File: src/rtl/npc_pkg.sv
// Shared definitions for the F-stage PC generator: address map constants and
// the next-PC source encoding.
package npc_pkg;

  localparam logic [31:0] RESET_PC  = 32'h0000_3000;
  localparam logic [31:0] EXC_PC    = 32'h0000_4180;
  localparam logic [31:0] IMEM_BASE = 32'h0000_3000;
  localparam logic [31:0] IMEM_TOP  = 32'h0000_6FFF;

  typedef enum logic [2:0] {
    NPC_SEQ,
    NPC_HOLD,
    NPC_BR,
    NPC_J,
    NPC_JR,
    NPC_EXC,
    NPC_ERET
  } npc_sel_t;

  // Any source other than sequential/hold counts as a redirect.
  function automatic logic is_redirect(npc_sel_t sel);
    return !(sel == NPC_SEQ || sel == NPC_HOLD);
  endfunction

endpackage

File: src/rtl/pc_fetch_unit_if.sv
// Fetch-unit bus: D-stage/CP0 redirect inputs toward the PC generator and the
// fetch PC status returned to the pipeline.
interface pc_fetch_unit_if #(
  parameter int WIDTH = 32,
  parameter int CNT_W = 16
);

  logic             stall;
  logic             br_taken;
  logic             j_en;
  logic             jr_en;
  logic [WIDTH-1:0] pc_d;
  logic [WIDTH-1:0] sign_imm;
  logic [25:0]      instr_index;
  logic [WIDTH-1:0] jr_target;
  logic             exc_req;
  logic             eret_req;
  logic [WIDTH-1:0] epc;

  logic [WIDTH-1:0] pc_f;
  logic [WIDTH-1:0] pc4_f;
  logic [WIDTH-1:0] npc;
  logic             flush_d;
  logic             fetch_adel;
  logic [CNT_W-1:0] redirect_cnt;

  modport master (
    output stall, br_taken, j_en, jr_en, pc_d, sign_imm, instr_index,
           jr_target, exc_req, eret_req, epc,
    input  pc_f, pc4_f, npc, flush_d, fetch_adel, redirect_cnt
  );

  modport slave (
    input  stall, br_taken, j_en, jr_en, pc_d, sign_imm, instr_index,
           jr_target, exc_req, eret_req, epc,
    output pc_f, pc4_f, npc, flush_d, fetch_adel, redirect_cnt
  );

endinterface

File: src/rtl/npc_select.sv
// Combinational next-PC priority encoder and target mux.
// Priority: exc > eret > stall > br > j > jr > sequential.
module npc_select
  import npc_pkg::*;
#(
  parameter int WIDTH = 32
) (
  input  logic [WIDTH-1:0] pc_f_i,
  input  logic             stall_i,
  input  logic             br_taken_i,
  input  logic             j_en_i,
  input  logic             jr_en_i,
  input  logic [WIDTH-1:0] pc_d_i,
  input  logic [WIDTH-1:0] sign_imm_i,
  input  logic [25:0]      instr_index_i,
  input  logic [WIDTH-1:0] jr_target_i,
  input  logic             exc_req_i,
  input  logic             eret_req_i,
  input  logic [WIDTH-1:0] epc_i,
  output npc_sel_t         sel_o,
  output logic [WIDTH-1:0] npc_o
);

  localparam logic [WIDTH-1:0] EXC_V = WIDTH'(EXC_PC);

  logic [WIDTH-1:0] pc4_d;
  logic [WIDTH-1:0] br_tgt;
  logic [WIDTH-1:0] j_tgt;

  assign pc4_d  = pc_d_i + WIDTH'(4);
  assign br_tgt = pc4_d + (sign_imm_i << 2);
  assign j_tgt  = {pc4_d[WIDTH-1:28], instr_index_i, 2'b00};

  always_comb begin
    sel_o = NPC_SEQ;
    if (exc_req_i)       sel_o = NPC_EXC;
    else if (eret_req_i) sel_o = NPC_ERET;
    else if (stall_i)    sel_o = NPC_HOLD;
    else if (br_taken_i) sel_o = NPC_BR;
    else if (j_en_i)     sel_o = NPC_J;
    else if (jr_en_i)    sel_o = NPC_JR;
  end

  always_comb begin
    npc_o = pc_f_i + WIDTH'(4);
    case (sel_o)
      NPC_EXC:  npc_o = EXC_V;
      NPC_ERET: npc_o = epc_i;
      NPC_HOLD: npc_o = pc_f_i;
      NPC_BR:   npc_o = br_tgt;
      NPC_J:    npc_o = j_tgt;
      NPC_JR:   npc_o = jr_target_i;
      default:  npc_o = pc_f_i + WIDTH'(4);
    endcase
  end

endmodule

File: src/rtl/pc_fetch_unit.sv
// F-stage fetch PC register with next-PC selection, fetch address-error flag
// and a saturating count of non-sequential PC updates.
module pc_fetch_unit
  import npc_pkg::*;
#(
  parameter int WIDTH      = 32,
  parameter int DELAY_SLOT = 1,
  parameter int CNT_W      = 16
) (
  input  logic            clk,
  input  logic            reset,
  pc_fetch_unit_if.slave  bus
);

  localparam logic [WIDTH-1:0] RESET_V = WIDTH'(RESET_PC);
  localparam logic [WIDTH-1:0] BASE_V  = WIDTH'(IMEM_BASE);
  localparam logic [WIDTH-1:0] TOP_V   = WIDTH'(IMEM_TOP);
  localparam bit               DS_EN   = (DELAY_SLOT != 0);

  npc_sel_t         sel;
  logic [WIDTH-1:0] sel_npc;

  logic [WIDTH-1:0] pc_f_q, npc_d;
  logic             adel_q, adel_d;
  logic [CNT_W-1:0] cnt_q, cnt_d;

  npc_select #(.WIDTH(WIDTH)) u_npc_select (
    .pc_f_i        (pc_f_q),
    .stall_i       (bus.stall),
    .br_taken_i    (bus.br_taken),
    .j_en_i        (bus.j_en),
    .jr_en_i       (bus.jr_en),
    .pc_d_i        (bus.pc_d),
    .sign_imm_i    (bus.sign_imm),
    .instr_index_i (bus.instr_index),
    .jr_target_i   (bus.jr_target),
    .exc_req_i     (bus.exc_req),
    .eret_req_i    (bus.eret_req),
    .epc_i         (bus.epc),
    .sel_o         (sel),
    .npc_o         (sel_npc)
  );

  // npc must already show the reset vector while reset is held.
  assign npc_d  = reset ? RESET_V : sel_npc;
  assign adel_d = (npc_d[1:0] != 2'b00) || (npc_d < BASE_V) || (npc_d > TOP_V);
  assign cnt_d  = (is_redirect(sel) && (cnt_q != '1)) ? cnt_q + CNT_W'(1) : cnt_q;

  always_ff @(posedge clk) begin
    if (reset) begin
      pc_f_q <= RESET_V;
      adel_q <= 1'b0;
      cnt_q  <= '0;
    end else begin
      pc_f_q <= npc_d;
      adel_q <= adel_d;
      cnt_q  <= cnt_d;
    end
  end

  assign bus.pc_f         = pc_f_q;
  assign bus.pc4_f        = pc_f_q + WIDTH'(4);
  assign bus.npc          = npc_d;
  assign bus.fetch_adel   = adel_q;
  assign bus.redirect_cnt = cnt_q;
  assign bus.flush_d      = !reset && (bus.exc_req || bus.eret_req ||
                            (!DS_EN && !bus.stall &&
                             (bus.br_taken || bus.j_en || bus.jr_en)));

endmodule
File: src/flat_wrapper.sv
// flat-port wrapper written by rule: the top's interface ports become plain ports
module pc_fetch_unit_flat import npc_pkg::*;
#(
  parameter int WIDTH      = 32,
  parameter int DELAY_SLOT = 1,
  parameter int CNT_W      = 16
)
  (clk, reset, bus_stall, bus_br_taken, bus_j_en, bus_jr_en, bus_pc_d, bus_sign_imm, bus_instr_index, bus_jr_target, bus_exc_req, bus_eret_req, bus_epc, bus_pc_f, bus_pc4_f, bus_npc, bus_flush_d, bus_fetch_adel, bus_redirect_cnt);
  pc_fetch_unit_if #(.WIDTH(WIDTH), .CNT_W(CNT_W)) bus_i ();
  input  logic clk;
  input  logic reset;
  input wire logic [$bits(bus_i.stall)-1:0] bus_stall;
  input wire logic [$bits(bus_i.br_taken)-1:0] bus_br_taken;
  input wire logic [$bits(bus_i.j_en)-1:0] bus_j_en;
  input wire logic [$bits(bus_i.jr_en)-1:0] bus_jr_en;
  input wire logic [$bits(bus_i.pc_d)-1:0] bus_pc_d;
  input wire logic [$bits(bus_i.sign_imm)-1:0] bus_sign_imm;
  input wire logic [$bits(bus_i.instr_index)-1:0] bus_instr_index;
  input wire logic [$bits(bus_i.jr_target)-1:0] bus_jr_target;
  input wire logic [$bits(bus_i.exc_req)-1:0] bus_exc_req;
  input wire logic [$bits(bus_i.eret_req)-1:0] bus_eret_req;
  input wire logic [$bits(bus_i.epc)-1:0] bus_epc;
  output wire logic [$bits(bus_i.pc_f)-1:0] bus_pc_f;
  output wire logic [$bits(bus_i.pc4_f)-1:0] bus_pc4_f;
  output wire logic [$bits(bus_i.npc)-1:0] bus_npc;
  output wire logic [$bits(bus_i.flush_d)-1:0] bus_flush_d;
  output wire logic [$bits(bus_i.fetch_adel)-1:0] bus_fetch_adel;
  output wire logic [$bits(bus_i.redirect_cnt)-1:0] bus_redirect_cnt;
  assign bus_i.stall = bus_stall;
  assign bus_i.br_taken = bus_br_taken;
  assign bus_i.j_en = bus_j_en;
  assign bus_i.jr_en = bus_jr_en;
  assign bus_i.pc_d = bus_pc_d;
  assign bus_i.sign_imm = bus_sign_imm;
  assign bus_i.instr_index = bus_instr_index;
  assign bus_i.jr_target = bus_jr_target;
  assign bus_i.exc_req = bus_exc_req;
  assign bus_i.eret_req = bus_eret_req;
  assign bus_i.epc = bus_epc;
  assign bus_pc_f = bus_i.pc_f;
  assign bus_pc4_f = bus_i.pc4_f;
  assign bus_npc = bus_i.npc;
  assign bus_flush_d = bus_i.flush_d;
  assign bus_fetch_adel = bus_i.fetch_adel;
  assign bus_redirect_cnt = bus_i.redirect_cnt;
  pc_fetch_unit #(.WIDTH(WIDTH), .DELAY_SLOT(DELAY_SLOT), .CNT_W(CNT_W)) u_core (.clk(clk), .reset(reset), .bus(bus_i));
endmodule
File: config.mk
export PLATFORM = sky130hd
export DESIGN_NAME = pc_fetch_unit_flat
export DESIGN_NICKNAME = d
export VERILOG_FILES = /design/src/rtl/npc_pkg.sv /design/src/rtl/pc_fetch_unit_if.sv /design/src/rtl/npc_select.sv /design/src/rtl/pc_fetch_unit.sv /design/src/flat_wrapper.sv
export SDC_FILE = /design/constraint.sdc
export NUM_CORES = 1
export LEC_CHECK = 0
export CORE_MARGIN = 2
export CORE_UTILIZATION = 30
export DETAILED_ROUTE_END_ITERATION = 8
export PLACE_DENSITY_LB_ADDON = 0.08
export SLEW_MARGIN = 20
export SYNTH_ARGS = -nofsm -noshare
export SYNTH_HDL_FRONTEND = slang
export SYNTH_SLANG_ARGS = --single-unit
File: constraint.sdc
create_clock -name clk -period 12.6 [get_ports clk]
set_input_delay 1.26 -clock clk [delete_from_list [all_inputs] [get_ports clk]]
set_output_delay 1.26 -clock clk [all_outputs]
set_load 0.02 [all_outputs]
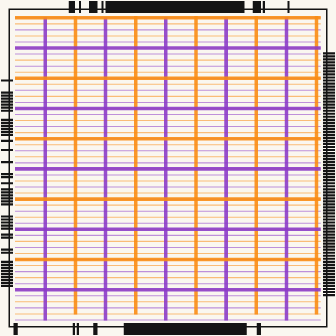
**Above:** run 1 (power grid).
Pins as bars on the die edge.
| colour | net |
|---|---|
| purple | VSS |
| orange | VDD |
signal pins: 276
met1 rails: 51

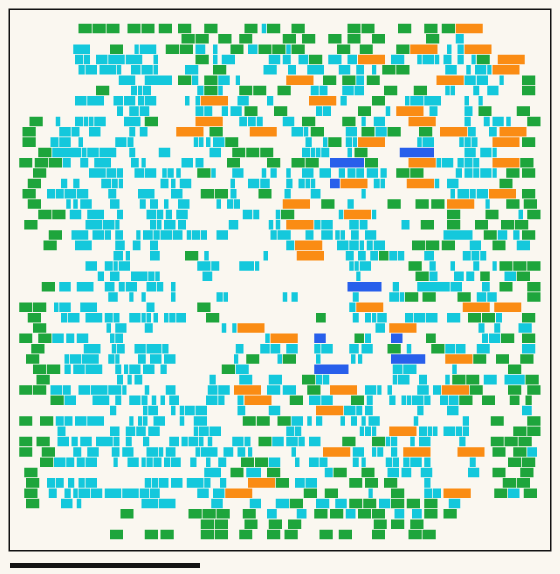
**Above:** run 1 (cell classes on the final placement).
Scale bar: 50 um.
| colour | class | cells |
|---|---|---|
| orange | registers | 49 |
| cyan | remaining logic cells | 685 |
| green | remaining buffers and delay cells | 279 |
| blue | clock drivers and dummy loads | 8 |

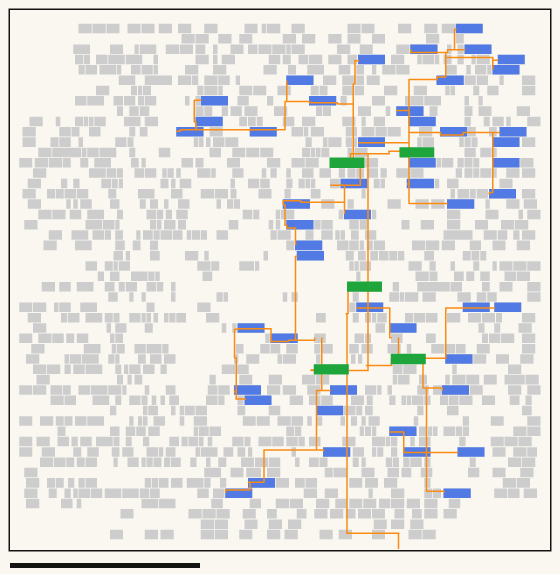
**Above:** run 1 (clock network drawn from the DEF).
Scale bar: 50 um.
[blue] flip-flops | count: 49
[green] clock-net drivers | count: 5
[orange] clock wires | length: 777 um
routed clock nets: 6

==> run summary, run 1 <==
run results: status finished clean, Via-to-Cell Ratio 5.47, Final setup viols 0, FP Core Util 30.6%, Crit. Startpoint bus_pc_d[2], Latency at later pin 0.30 ns, CTS Hold Bufs 0, post-CTS sizing 0, yosys synthesis chip area 5730 um2, GP Congestion between 0.8 and 0.9, setup_tns 0 ns, crit path DRT 11.34 ns, number of enable flip-flop cells 0, dpl ws 4.98 ns, n_diodes 0, Post-synth top flop dfxtp_1, Worst setup EP type primary output, FMAX 130 MHz, tool warnings 29, mean area per synthesized cell 7.38 um2, global-route wire length before repair between 30 and 40 mm, FF+latch area 981 um2, Synth Register Bits 49, core box area 18700 um2, R2R Path End u_core.bus.fetch_adel, proportion of layout cells with a drive suffix above 1 3.82%, GRT Overall Usage 23.6%, CTS tree done, Final Skew 0.00602 ns, chip area approximately 20000 um2, clock sinks between 40 and 50, Hold Path Stages 2, Max Cap Viol 0, Post-synth top cells nand2_1, nor2_1, xnor2_1, a21oi_1, dfxtp_1, Syn Inst Count between 700 and 800, CP max FO 5, hold endpoint u_core.bus.redirect_cnt[15], startpoint types input port, Cell Rows 50, Slew @ Worst Pin 1.05 ns, Final period util approximately 60%, Slew HR 29.3%, Netlist cell types 75, Clock Path Buffers 2, initial antenna violation count 0, total power between 600 and 700 uW, Detailed Route WL 25.2 mm, Yosys Instances 777, Congestion Overflow GR 0, flop-to-flop setup slack between 8 and 9 ns, Commonest Layout Cell clkdlybuf4s50_1, DRC viols 0, Post-synth ARST share 0%, vias 6869, largest net degree at the start of global routing 62, Worst VDD drop between 0.05 and 0.06 mV, die extent in y 142 um, Fillers ~1.9k, yosys warns 0, cts bufs inserted 5, number of global-route vias before repair around 6.5k, Top cell area share 17.1%, drt pass-1 iters 5, DR WL/cell roughly 20 um, synthesized area ~5700 um2, Crit Reg-Reg Startpoint u_core.bus.pc_f[2], Final Hold Violation Tally 0, final instance area 8760 um2, most numerous logic cells after layout clkdlybuf4s50_1, nand2_1, nor2_1, DRT iter0 DRCs 328, HP Class flip-flop to flip-flop, clock root buffer clkbuf_16, Setup WS post-layout roughly 4.9 ns, max-slew violations 0, placed cell areas 8610 um2, area leader, netlist dfxtp_1, power density cells 69.3 nW/um2, Post-synth area hogs dfxtp_1, xnor2_1, ha_1, clk slew on worst S/H paths 0.07 ns, die x size roughly 140 um, Layout Nets 1216, cell leakage power 0.00323 uW, synthesis-to-finish area growth 52.9%, Reg2Reg Depth 11, Hold Startpoint u_core.bus.redirect_cnt[15], setup repair bufs after CTS 0, Synthesized Nets 973, H-tree depth 2, Synth top cell by count nand2_1, CP arrival roughly 6.4 ns, post-route antenna net violation count 0, # port buffers 273, Critical Path End bus_npc[30], Comb area about 4500 um2, RSZ-0062 raised after global routing no, hpwl dp 20.0 mm, critical path class input port to primary output, io pins about 280, Synth Seq Share 17.1%, final worst path period need 7.69 ns
-- run 1: state kept, by name (all words and copies together) (netlist names) --
name,cells
u_core.bus.pc_f,32
u_core.bus.redirect_cnt,16
u_core.bus.fetch_adel,1
-- run 1: power breakdown --
part	switching [uW]	internal [uW]
combinational	150	139
sequential	11.7	162
clock	68.9	75.3
-- run 1: routing by layer --
layer,part of all wire (%),up-vias,track usage (%)
met5,0,-,0
met4,1.7,0,5.84
met3,5.5,21,2.49
met2,46,237,38.9
met1,47,3193,32.9
li1,-,3418,-
-- run 1: critical path, cell delays in order --
cell	delay [ns]
clkdlybuf4s50_1	0.53
ha_1	0.20
nand3_1	0.15
nor4_1	0.92
nand2_1	0.15
xnor2_1	0.17
ha_1	0.38
nand2_1	0.15
o21a_1	0.22
o21ai_0	0.10
nand2_1	0.07
a21oi_1	0.26
o221ai_1	0.25
o21a_1	0.25
o31a_1	0.29
a221oi_1	0.40
clkdlybuf4s50_1	0.69
-- run 1: kinds of logic after synthesis --
logic type,after synthesis,share of synthesized area [%]
buffers and inverters,62,4.67
AND/OR/NAND/NOR,299,26.5
multiplexers,4,0.720
AND-OR/OR-AND,240,29.8
adder cells (fa/ha/maj),34,7.55
flip-flops,49,17.1
XOR/XNOR,89,13.6
-- run 1: metrics by stage --
step / utilization [%] / std cells / hold slack [ns]
after floorplan: - / 777 / 0.566
after global placement: 46.0 / 1247 / 0.487
after CTS: 46.8 / 1255 / 0.511
final: 46.8 / 1255 / 0.514
after global routing: 46.8 / 1255 / 0.525
after detailed placement: 46.0 / 1247 / 0.500
-- run 1: layout make-up --
type	count	share of cell area (%)
tap	234	3.34
timing repair buffer	279	31.6
sequential	49	11.2
multi-input combinational	666	51.3
clock buffer	5	1.43
clock inverter	3	0.286
inverter	19	0.814
==> inputs of run 2 (changes only) <==
==> constraint.sdc (replaced) <==
create_clock -name clk -period 7.5 [get_ports clk]
set_input_delay 0.75 -clock clk [delete_from_list [all_inputs] [get_ports clk]]
set_output_delay 0.75 -clock clk [all_outputs]
set_load 0.02 [all_outputs]
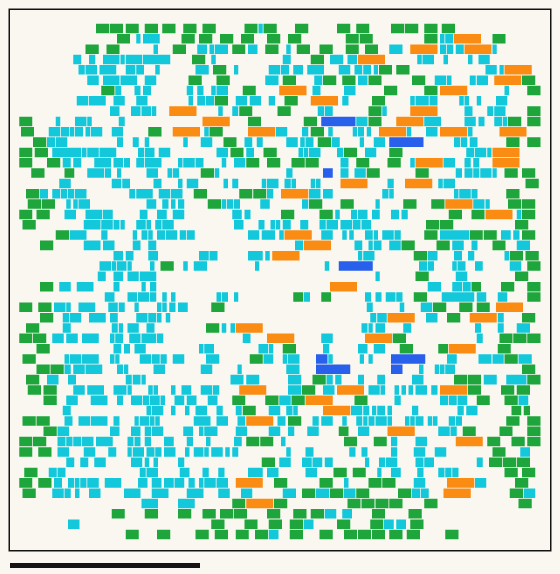
**Above:** run 2 (cell classes on the final placement).
Scale bar: 50 um.
| colour | class | cells |
|---|---|---|
| orange | registers | 49 |
| cyan | remaining logic cells | 685 |
| green | remaining buffers and delay cells | 280 |
| blue | clock drivers and dummy loads | 8 |
Cell Rows: 50
final instance area: 8770 um2
core box area: 18700 um2
flop share of the area: 11.2%
final core utilization: 46.9%

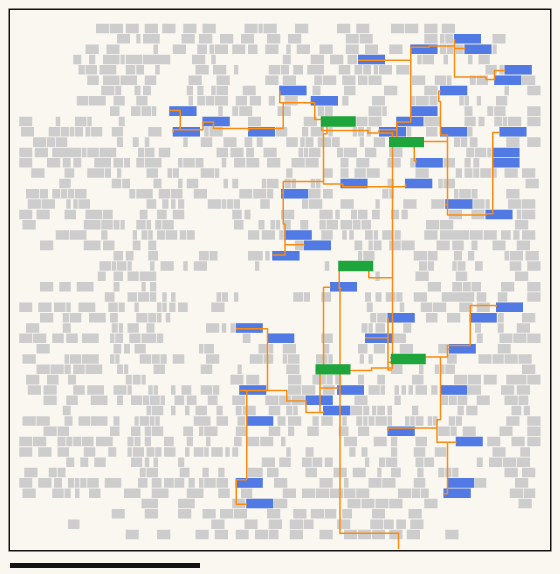
**Above:** run 2 (clock network drawn from the DEF).
Scale bar: 50 um.
[green] clock-net drivers | count: 5
[orange] clock wires | length: 787 um
[blue] flip-flops | count: 49
routed clock nets: 6
clock-net power: 243 uW
Clk pwr share: 23.9%
Latency at later pin: 0.30 ns

==> run summary, run 2 <==
run results: sw frac 37.9%, P_comb 484 uW, Commonest Layout Cell clkdlybuf4s50_1, number of enable flip-flop cells 0, FMAX 163 MHz, setup_tns 0 ns, DRC viols 0, post-route antenna net violation count 0, Post-synth area hogs dfxtp_1, xnor2_1, ha_1, drt pass-1 iters 7, Reg2Reg Depth 10, setup repair bufs after CTS 0, Gate power share a little under half, CTS Hold Bufs 0, Yosys Instances 777, Final Hold Violation Tally 0, Clock Path Buffers 2, Seq pwr share 28.7%, # port buffers 273, Comb area ~4500 um2, most numerous logic cells after layout clkdlybuf4s50_1, nand2_1, nor2_1, initial antenna violation count 0, chip area 20200 um2, Top class by area logic gates, Hold Startpoint u_core.bus.redirect_cnt[4], Fillers just under 2k, Detailed Route WL 24.9 mm, n_taps 234, post-CTS sizing 0, CTS tree done, DR WL/cell 19.8 um, Pint 633 uW, die x size 142 um, Hold Path Stages 2, inverter count 19, CP max FO 8, hold endpoint u_core.bus.redirect_cnt[4], synthesized area roughly 5700 um2, Non-clk bufs 280, vias between 6k and 7k, CLK BUF 5, synthesis-to-finish area growth 53.0%, Slew @ Worst Pin roughly 1.0 ns, GP Congestion roughly 0.85, WHS 0.508 ns, clock sinks 49, H-tree depth 2, startpoint types input port, FP Core Util 30.6%, Clock-cell share between 1.5 and 2%, GRT Overall Usage 23.6%, Synth top cell by count nand2_1, num sequential around 49, Logic Gate Count 666, sequential power 292 uW, Final setup viols 0, die extent in y 142 um, global-route wire length before repair 37.2 mm, Crit Reg-Reg Startpoint u_core.bus.pc_f[12], CP arrival 5.39 ns, Synth Seq Share 17.1%, Post-synth ARST share 0%, total power 1020 uW, n_diodes 0, number of global-route vias before repair 6509, clock root buffer clkbuf_16, tool warnings 29, Worst VDD drop 0.0782 mV, Post-synth top cells nand2_1, nor2_1, xnor2_1, a21oi_1, dfxtp_1, Congestion Overflow GR 0, flop-to-flop setup slack 3.31 ns, clk slew on worst S/H paths approximately 0.07 ns, Top cell area share 17.1%, max FFs per register 32, Max Cap Viol 0, crit path DRT 6.75 ns, Comb area share 51.3%, Netlist cell types ~75, yosys synthesis chip area roughly 5700 um2, hpwl dp 20.1 mm, proportion of layout cells with a drive suffix above 1 between 3 and 4%, yosys warns 0, Layout Nets 1217, cts bufs inserted 5, Synth Register Bits 49, Synthesized Nets 973, power density cells 116 nW/um2, Slew HR between 30% and 40%, HP Class flip-flop to flip-flop, Post-synth top flop dfxtp_1, switching pwr 386 uW, signal buffers share of area 31.7%, critical path class input port to primary output, status finished clean, Syn Inst Count 777, Final period util roughly four fifths, Worst setup EP type primary output, cell leakage power 0.00324 uW, Via-to-Cell Ratio around 5.5, RSZ-0062 raised after global routing no, largest net degree at the start of global routing 62, io pins about 280, heaviest power group combinational logic, area leader, netlist dfxtp_1, Final Skew 0.00611 ns, mean area per synthesized cell 7.38 um2, FF+latch area 981 um2, final worst path period need 6.14 ns, DRT iter0 DRCs 321, R2R Path End u_core.bus.fetch_adel, max-slew violations 0
==> run 2: layer usage <==
metal	wire length (um)	GRT usage (%)	share of wire [%]	up-vias
met5	0	0	0	-
met4	431	6.05	1.7	0
met3	1480	3.03	6.0	23
met2	11700	39.8	47	255
met1	11300	31.9	45	3173
li1	-	-	-	3426
==> run 2: worst max path at each step <==
stage                      startpoint          end  slack (ns)
after global routing      bus_pc_d[7]  bus_npc[30]        1.05
final                     bus_pc_d[2]  bus_npc[25]        1.36
after CTS                 bus_pc_d[7]  bus_npc[30]        1.35
after floorplan           bus_pc_d[2]  bus_npc[30]        2.62
after global placement    bus_pc_d[7]  bus_npc[30]        1.38
after detailed placement  bus_pc_d[7]  bus_npc[30]        1.38
==> run 2: worst max-delay path, cell delays in order <==
cell	delay, ns
clkdlybuf4s50_1	0.53
ha_1	0.21
nand3_1	0.16
nor4_1	0.30
buf_4	0.20
nand4_1	0.12
xnor2_1	0.14
ha_1	0.46
and3_1	0.31
and2_1	0.15
a22oi_1	0.08
a31oi_1	0.39
a21boi_0	0.21
xnor2_1	0.33
nand2_1	0.13
a31oi_1	0.24
clkdlybuf4s50_1	0.65
==> run 2: through the flow <==
step	area (um2)	std cells	setup slack, ns
finish	8770	1256	1.36
global route	8770	1256	1.05
CTS	8770	1256	1.35
detailed placement	8620	1248	1.38
global placement	8620	1248	1.38
floorplan	5730	777	2.62
==> run 2: kinds of logic (layout without fill, tap and decap cells) <==
family | after synthesis | in the layout | share of synthesized area (%)
flip-flops | 49 | 49 | 17.1
adder cells (fa/ha/maj) | 34 | 34 | 7.55
XOR/XNOR | 89 | 89 | 13.6
AND/OR/NAND/NOR | 299 | 299 | 26.5
buffers and inverters | 62 | 307 | 4.67
multiplexers | 4 | 4 | 0.720
AND-OR/OR-AND | 240 | 240 | 29.8
Power figures rest on the tool's default switching activity, not on a simulated workload.
